==> run_1/io_fan.png <==
Drawn at 2 px/um.
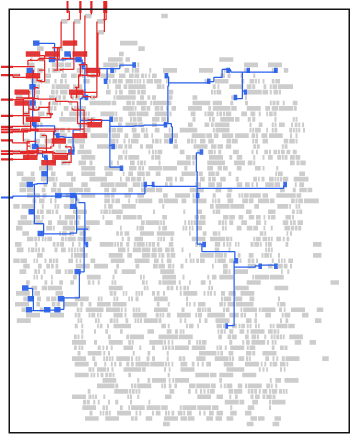
==> run_1/flops_by_reg.png <==
Drawn at 1 px/um.
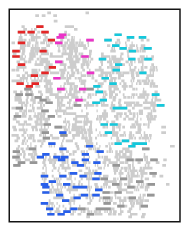
==> run_1/clk_routes.png <==
Drawn at 1 px/um.
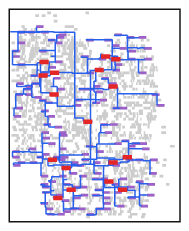
===== config.mk =====
export PLATFORM = sky130hd
export DESIGN_NAME = eth_rx_frame_ctrl
export DESIGN_NICKNAME = d
export VERILOG_FILES = /design/src/rtl/eth_pkg.sv /design/src/rtl/eth_crc32.sv /design/src/rtl/eth_rx_frame_ctrl.sv
export SDC_FILE = /design/constraint.sdc
export NUM_CORES = 1
export LEC_CHECK = 0
export ABC_AREA = 1
export CAP_MARGIN = 30
export CORE_ASPECT_RATIO = 1.25
export CORE_UTILIZATION = 25
export DETAILED_ROUTE_END_ITERATION = 8
export GPL_ROUTABILITY_DRIVEN = 0
export PLACE_DENSITY = 0.43
export SYNTH_ARGS = -nofsm -noshare
export SYNTH_HDL_FRONTEND = slang
export SYNTH_HIERARCHICAL = 1
export SYNTH_SLANG_ARGS = --single-unit

===== constraint.sdc =====
create_clock -name clk -period 2.1 [get_ports clk]
set_input_delay 0.42 -clock clk [delete_from_list [all_inputs] [get_ports clk]]
set_output_delay 0.42 -clock clk [all_outputs]
set_load 0.01 [all_outputs]

===== src/rtl/eth_pkg.sv =====
// Shared Ethernet constants and types for the RX path (and the TX path's CRC reuse).
// Contents: preamble/SFD byte values, CRC-32 init/polynomial/good-frame residue,
// broadcast address, and the RX sequencer state type.
package eth_pkg;

  localparam logic [7:0]  ETH_PREAMBLE    = 8'h55;
  localparam logic [7:0]  ETH_SFD         = 8'hD5;
  localparam logic [31:0] ETH_CRC_INIT    = 32'hFFFF_FFFF;
  localparam logic [31:0] ETH_CRC_POLY    = 32'h04C1_1DB7;
  // Register value after a good frame's FCS has been folded in (non-reflected form).
  localparam logic [31:0] ETH_CRC_RESIDUE = 32'hC704_DD7B;
  localparam logic [47:0] ETH_BCAST       = 48'hFFFF_FFFF_FFFF;

  typedef enum logic [1:0] {
    IDLE,
    PREAMBLE,
    DATA,
    DROP
  } rx_state_t;

endpackage


===== src/rtl/eth_crc32.sv =====
// Combinational byte-wide CRC-32 step (Ethernet polynomial 04C11DB7).
// The register is kept MSB-first while data bits are consumed LSB-first, which is the
// bit-reversed equivalent of the usual reflected implementation.
// Ports:
//   crc_in  [31:0]  current CRC register
//   data    [7:0]   byte to fold in (bit 0 first on the wire)
//   crc_out [31:0]  CRC register after the byte
module eth_crc32
  import eth_pkg::*;
(
  input  logic [31:0] crc_in,
  input  logic [7:0]  data,
  output logic [31:0] crc_out
);

  logic [31:0] c;

  always_comb begin
    c = crc_in;
    for (int i = 0; i < 8; i++) begin
      if (c[31] ^ data[i]) begin
        c = {c[30:0], 1'b0} ^ ETH_CRC_POLY;
      end else begin
        c = {c[30:0], 1'b0};
      end
    end
    crc_out = c;
  end

endmodule


===== src/rtl/eth_rx_frame_ctrl.sv =====
// RX frame sequencer in the rxc domain: finds preamble/SFD, filters on destination MAC,
// strips and checks the FCS, and delivers payload on a valid/last/err stream.
// Ports:
//   clk, rst            rxc clock, synchronous active-high reset
//   rx_dv, rx_er, rxd   RGMII receiver byte stream (decoded error = rx_dv ^ rx_er)
//   promisc             1 = accept every destination address
//   m_data/m_valid/m_last/m_err  payload stream (dest MAC onward, FCS excluded)
//   cnt_ok/cnt_err/cnt_drop      saturating per-frame statistics
module eth_rx_frame_ctrl
  import eth_pkg::*;
#(
  parameter logic [47:0] MAC_ADDR = 48'h02_00_00_00_00_01,
  parameter int unsigned MIN_LEN  = 64,
  parameter int unsigned MAX_LEN  = 1518,
  parameter int unsigned CNT_W    = 16
) (
  input  logic             clk,
  input  logic             rst,
  input  logic             rx_dv,
  input  logic             rx_er,
  input  logic [7:0]       rxd,
  input  logic             promisc,
  output logic [7:0]       m_data,
  output logic             m_valid,
  output logic             m_last,
  output logic             m_err,
  output logic [CNT_W-1:0] cnt_ok,
  output logic [CNT_W-1:0] cnt_err,
  output logic [CNT_W-1:0] cnt_drop
);

  localparam int unsigned LEN_W = $clog2(MAX_LEN + 2);
  // Depth of the delay line: the last 4 bytes held at dv fall are the FCS.
  localparam int unsigned DLY   = 5;

  rx_state_t state_q, state_d;
  logic      dv_q;
  logic      rise, rx_err_dec;

  logic [31:0]          crc_q, crc_d, crc_next;
  logic [LEN_W-1:0]     len_q, len_d, len_inc;
  logic                 err_q, err_d;
  logic [DLY-1:0][7:0]  line_q, line_d;  // line_q[DLY-1] is the oldest byte
  logic                 addr_miss;

  logic [7:0] m_data_q, m_data_d;
  logic       m_valid_q, m_valid_d, m_last_q, m_last_d, m_err_q, m_err_d;
  logic       inc_ok, inc_err, inc_drop;
  logic [CNT_W-1:0] cnt_ok_q, cnt_err_q, cnt_drop_q;

  function automatic logic [CNT_W-1:0] sat_inc(input logic [CNT_W-1:0] v);
    return (&v) ? v : v + 1'b1;
  endfunction

  eth_crc32 u_crc (
    .crc_in  (crc_q),
    .data    (rxd),
    .crc_out (crc_next)
  );

  // dv_q resets to 1 so a frame already in flight at reset release never looks like a start.
  assign rise       = rx_dv & ~dv_q;
  assign rx_err_dec = rx_dv ^ rx_er;
  assign len_inc    = (&len_q) ? len_q : len_q + 1'b1;
  // Bytes 1..5 sit in the line and byte 6 is on rxd when the filter is evaluated.
  assign addr_miss  = ({line_q, rxd} != MAC_ADDR) && ({line_q, rxd} != ETH_BCAST);

  always_comb begin
    state_d   = state_q;
    crc_d     = crc_q;
    len_d     = len_q;
    err_d     = err_q;
    line_d    = line_q;
    m_data_d  = m_data_q;
    m_valid_d = 1'b0;
    m_last_d  = 1'b0;
    m_err_d   = 1'b0;
    inc_ok    = 1'b0;
    inc_err   = 1'b0;
    inc_drop  = 1'b0;

    unique case (state_q)
      IDLE: begin
        if (rise) begin
          if (rxd == ETH_PREAMBLE) begin
            state_d = PREAMBLE;
          end else begin
            state_d  = DROP;
            inc_drop = 1'b1;
          end
        end
      end

      PREAMBLE: begin
        if (!rx_dv) begin
          state_d = IDLE;
        end else if (rxd == ETH_SFD) begin
          state_d = DATA;
          crc_d   = ETH_CRC_INIT;
          len_d   = '0;
          err_d   = 1'b0;
        end else if (rxd != ETH_PREAMBLE) begin
          state_d  = DROP;
          inc_drop = 1'b1;
        end
      end

      DATA: begin
        if (rx_dv) begin
          crc_d  = crc_next;
          len_d  = len_inc;
          line_d = {line_q[DLY-2:0], rxd};
          if (rx_err_dec) begin
            err_d = 1'b1;
          end
          if (len_inc == LEN_W'(MAX_LEN + 1)) begin
            // Oversize: close the frame on the held byte and discard the rest.
            m_data_d  = line_q[DLY-1];
            m_valid_d = 1'b1;
            m_last_d  = 1'b1;
            m_err_d   = 1'b1;
            inc_err   = 1'b1;
            state_d   = DROP;
          end else if (len_inc == LEN_W'(DLY + 1) && !promisc && addr_miss) begin
            state_d  = DROP;
            inc_drop = 1'b1;
          end else if (len_q >= LEN_W'(DLY)) begin
            m_data_d  = line_q[DLY-1];
            m_valid_d = 1'b1;
          end
        end else begin
          state_d = IDLE;
          if (len_q >= LEN_W'(DLY)) begin
            m_data_d  = line_q[DLY-1];
            m_valid_d = 1'b1;
            m_last_d  = 1'b1;
            m_err_d   = err_q | (len_q < LEN_W'(MIN_LEN)) | (crc_q != ETH_CRC_RESIDUE);
            inc_ok    = ~m_err_d;
            inc_err   = m_err_d;
          end else begin
            inc_err = 1'b1;
          end
        end
      end

      DROP: begin
        if (!rx_dv) begin
          state_d = IDLE;
        end
      end

      default: state_d = IDLE;
    endcase
  end

  always_ff @(posedge clk) begin
    if (rst) begin
      state_q    <= IDLE;
      dv_q       <= 1'b1;
      crc_q      <= ETH_CRC_INIT;
      len_q      <= '0;
      err_q      <= 1'b0;
      line_q     <= '0;
      m_data_q   <= '0;
      m_valid_q  <= 1'b0;
      m_last_q   <= 1'b0;
      m_err_q    <= 1'b0;
      cnt_ok_q   <= '0;
      cnt_err_q  <= '0;
      cnt_drop_q <= '0;
    end else begin
      state_q   <= state_d;
      dv_q      <= rx_dv;
      crc_q     <= crc_d;
      len_q     <= len_d;
      err_q     <= err_d;
      line_q    <= line_d;
      m_data_q  <= m_data_d;
      m_valid_q <= m_valid_d;
      m_last_q  <= m_last_d;
      m_err_q   <= m_err_d;
      if (inc_ok) begin
        cnt_ok_q <= sat_inc(cnt_ok_q);
      end
      if (inc_err) begin
        cnt_err_q <= sat_inc(cnt_err_q);
      end
      if (inc_drop) begin
        cnt_drop_q <= sat_inc(cnt_drop_q);
      end
    end
  end

  assign m_data   = m_data_q;
  assign m_valid  = m_valid_q;
  assign m_last   = m_last_q;
  assign m_err    = m_err_q;
  assign cnt_ok   = cnt_ok_q;
  assign cnt_err  = cnt_err_q;
  assign cnt_drop = cnt_drop_q;

endmodule


==> results.ini, run 1 <==
[worst_setup_path]
crit_path_start_kind=flip-flop
crit_path_end=cnt_err[3]
path_common_cell=nand3_4
cp-end-kind=flip-flop
crit_arrival_ns=2.56
path_cells=ha_4, nand2_4, nor2_4, nand3_4, buf_8, nand2_4, nand3_4, nor3_4, nand3_4, nand2_8, clkbuf_16, nand3_2, a21oi_1

[global_routing]
use_met2=0.298
grt_busiest_layer=met2
globalRouteMet1Util=0.197
grt_overflow=0
track_usage=0.165

[clock_network]
clk_path_buf_depth=2
cts_hold_buf=0
clkLatencyLatePin_ns=0.44
cts_tree=yes
cts_max_level=4

[synth]
edf_count=0
ys_cells=1307
mux_share=0
synthTopLogicFamily=simple AND/OR/NAND/NOR gates
compound_area_frac=0.137
yosysWarnings=6
synth_cell_type_count=44

[worst_hold_path]
hp-class=flip-flop to flip-flop
hold_start=line_q[29]

[finish]
design_area_um2=12700
fillers=3720
reg.largest.list=line_q (40), crc_q (32)
layout_top_cells=269 x nand2_1, 143 x buf_4, 138 x dfxtp_1, 135 x nor2_1, 132 x inv_1
multi_input_comb_cells=974
buffers=236

[routing]
maxUsedRoutingLayer=met5
wl_met3_mm=1.14
firstDrtPassIters=8
dr_wl_met2_mm=14.7

[floorplan]
die_y_um=211
core-area_um2=34400
fp_util=0.254

[final_timing]
finalSetupViolCount=30
fmax_mhz=454
slew_viol_final=0
maxSlewHeadroom=0.432
finalWorstSetupSlack_ns=-0.102

[power_and_ir_drop]
power_density_nw_per_um2=1010

[status]
status=finished with violations
violations=setup timing

[placed_design]
io_buffers=71

About io_fan.png:
- `rst`: blue (bits 1; direction input; edge west; end cells 54; buffers 2; wire 883 um)
- `cnt_err`: red (bits 16; direction output; edge 11 west, 5 north; end cells 16; buffers 21; wire 782 um)

About flops_by_reg.png:
- `line_q`: blue (flops 40)
- `crc_q`: cyan (flops 32)
- `cnt_err`: red (flops 16; where north-west)
- `len_q`: magenta (flops 11)
Seq power: 3.68 mW
Flop area: 2930 um2
Seq/total area: 0.231
fin util: 0.368

About clk_routes.png:
- clock wires: blue (length 2380 um)
- clock drivers: red (count 17)
- flip-flops: purple (count 146)
- routed clock nets: 18
- flops lie: all over the die
clock-net power: 3.09 mW
clock share of power: 0.241
Setup Skew: 0.00731 ns

-- run 1: what timing repair did --
item | in CTS | in global routing
gates cloned | 6 | 2
pin swaps | 9 | 31
endpoints found under the hold margin | 0 | 0
setup buffers | 10 | 7
resized | 68 | 121
setup endpoints to repair | 44 | 72
-- run 1: worst min-delay path, delay by kind of cell (launching register included) --
family	cells	cell delay (ns)
buf+inv	1	0.07
compound gates	1	0.05
flops	1	0.31
-- run 1: where the power goes --
| group | total, mW | switching (mW) | internal (mW) |
|---|---|---|---|
| sequential | 3.68 | 0.447 | 3.24 |
| combinational | 6.02 | 3.51 | 2.52 |
| clock | 3.09 | 1.24 | 1.84 |
==> run_1/placement.png <==
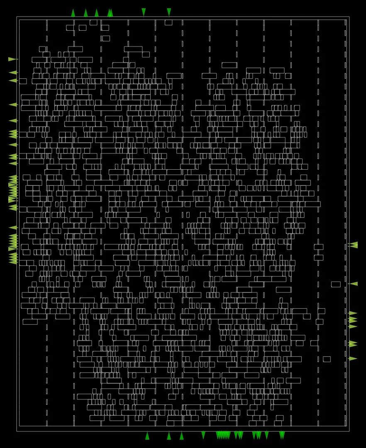

==> run 1 -> run 2 <==
Settings changed: DONT_BUFFER_PORTS set to 1, PLACE_DENSITY 0.43 to 0.41.
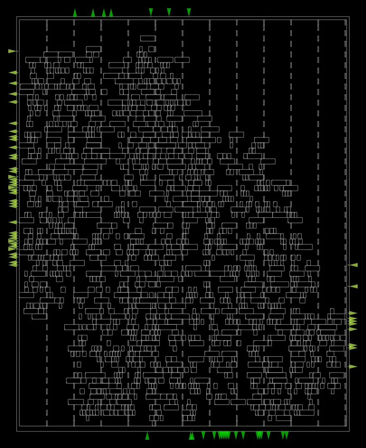
(run_2/placement.png)
Seq/total area: 0.258
fill count: 3830

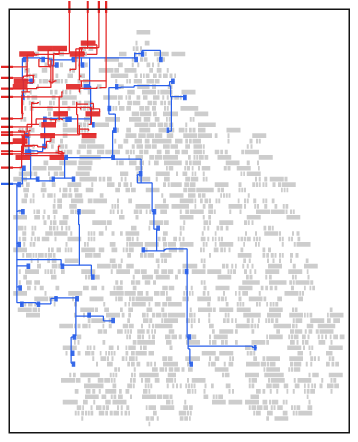
(run_2/io_fan.png)
Drawn at 2 px/um.
- `rst`: blue (bits 1; direction input; edge west; end cells 54; buffers 0; wire 840 um)
- `cnt_err`: red (bits 16; direction output; edge 12 west, 4 north; end cells 16; buffers 11; wire 764 um)
port bufs: 0
I/O Pins: 72

==> results.ini, run 2 <==
[power_and_ir_drop]
seqPwrFrac=0.308  ; +0.020
p_int_mw=6.97  ; -8.2%
power_density_nw_per_um2=1050  ; +4.2%
comb-power_mw=5.25  ; -13%
p_switching_mw=5.00  ; -3.9%
swShare=0.417  ; +0.0113
power_leader=combinational cells
power.share.combinational=0.438  ; -0.033
p_clk_mw=3.03  ; -2%
p_clk_frac=0.253  ; +0.012

[clock_network]
cts_tree=yes
clkLatencyLatePin_ns=0.43  ; about the same
cts_hold_buf=0  ; unchanged
cts_max_level=4  ; unchanged
clk_path_buf_depth=2  ; unchanged
clkTransAtPathRegs_ns=0.07
cts_resized=27  ; -60%
cts_setup_buffers=6  ; -4

[global_routing]
grt_overflow=0  ; unchanged
grt_busiest_layer=met2
globalRouteMet1Util=0.181  ; -0.0159
antenna_found_initial=1
track_usage=0.163  ; -0.00282
use_met2=0.302  ; +0.00397

[synth]
most_common_cell=nand2_1
simple_gate_share=0.335
mux_share=0  ; unchanged
synth_cell_type_count=44  ; unchanged
synth.largest_area_cell=dfxtp_1
compound_area_frac=0.137  ; unchanged
netlist_instances=1307
synthTopLogicFamily=simple AND/OR/NAND/NOR gates
synthTopCellsByArea=dfxtp_1 33%, nand2_1 13%, nor2_1 6.4%
syn_area_per_cell_um2=6.69
yosysWarnings=6  ; unchanged
edf_count=0  ; unchanged
ys_seq_frac=0.334
ys_cells=1307  ; unchanged

[finish]
buffers=129  ; -45%
reg.largest.list=line_q (40), crc_q (32)
regMostFlops=line_q
multi_input_comb_cells=969  ; -0.51%
layout_top_cells=279 x nand2_1, 136 x nor2_1, 135 x dfxtp_1, 134 x inv_1, 106 x buf_4
design_area_um2=11400  ; -10%
clk_share=0.0504

[worst_setup_path]
cp-end-kind=flip-flop
worstRegToRegCells=14
crit_path_start_kind=flip-flop
crit_arrival_ns=2.53  ; -0.03 ns

[floorplan]
fp_util=0.254  ; unchanged
die_y_um=211  ; unchanged
rows=76
core-area_um2=34400  ; unchanged
dieArea_um2=35700

[routing]
dr_wl_met2_mm=15.1  ; +2.3%
firstDrtPassIters=4  ; -4
maxUsedRoutingLayer=met4
wl_met3_mm=1.09  ; -3.8%
wl_met1_mm=12.2

[final_timing]
fmax_mhz=462  ; +1.7%
finalWorstSetupSlack_ns=-0.0646  ; +0.0371 ns
slew_viol_final=0  ; unchanged
clock_skew_ns=0.0119  ; +0.00457 ns
maxSlewHeadroom=0.686  ; +0.254
post-route-period-util=1.03
worstMarginPinSlew_ns=0.471
hold_viol=0
finalSetupViolCount=25  ; -17%
whs_ns=0.0521

[worst_hold_path]
hp-class=input port to flip-flop

[status]
violations=setup timing
status=finished with violations

[placed_design]
post-place-ws_ns=-0.272

[flow_run]
timing.max_cap.violations=0

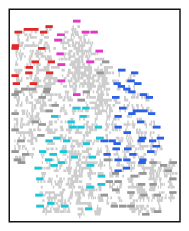
(run_2/flops_by_reg.png)
Drawn at 1 px/um.
- `len_q`: magenta (flops 11; where north)
- `crc_q`: cyan (flops 32)
- `line_q`: blue (flops 40)
- `cnt_err`: red (flops 16; where north-west)
- not coloured: 47
Seq power: 3.69 mW
Flop area: 2940 um2
fin util: 0.331

run 2: critical path, stage by stage (launching register included):
cell and delay, ns:
dfxtp_2 0.35, ha_4 0.15, nand2_4 0.06, nor2_4 0.16
buf_12 0.13, nand2_2 0.06, nand2_1 0.08, o21ai_2 0.06
buf_4 0.14, nor3_2 0.21, nand3_2 0.15, nand2_4 0.16
clkbuf_16 0.17, nand3_1 0.07, a21oi_1 0.14
run 2: worst paths after layout:
| kind | endpoint | slack, ns | startpoint |
|---|---|---|---|
| setup / recovery | cnt_err[12] | -0.06 | len_q[0] |
| hold / removal | cnt_ok[11] | 0.05 | rst |
| setup reg to reg | cnt_err[12] | -0.06 | len_q[0] |
| hold reg to reg | line_q[15] | 0.48 | line_q[15] |
No activity file was given, so power comes from the tool's default toggle rates.
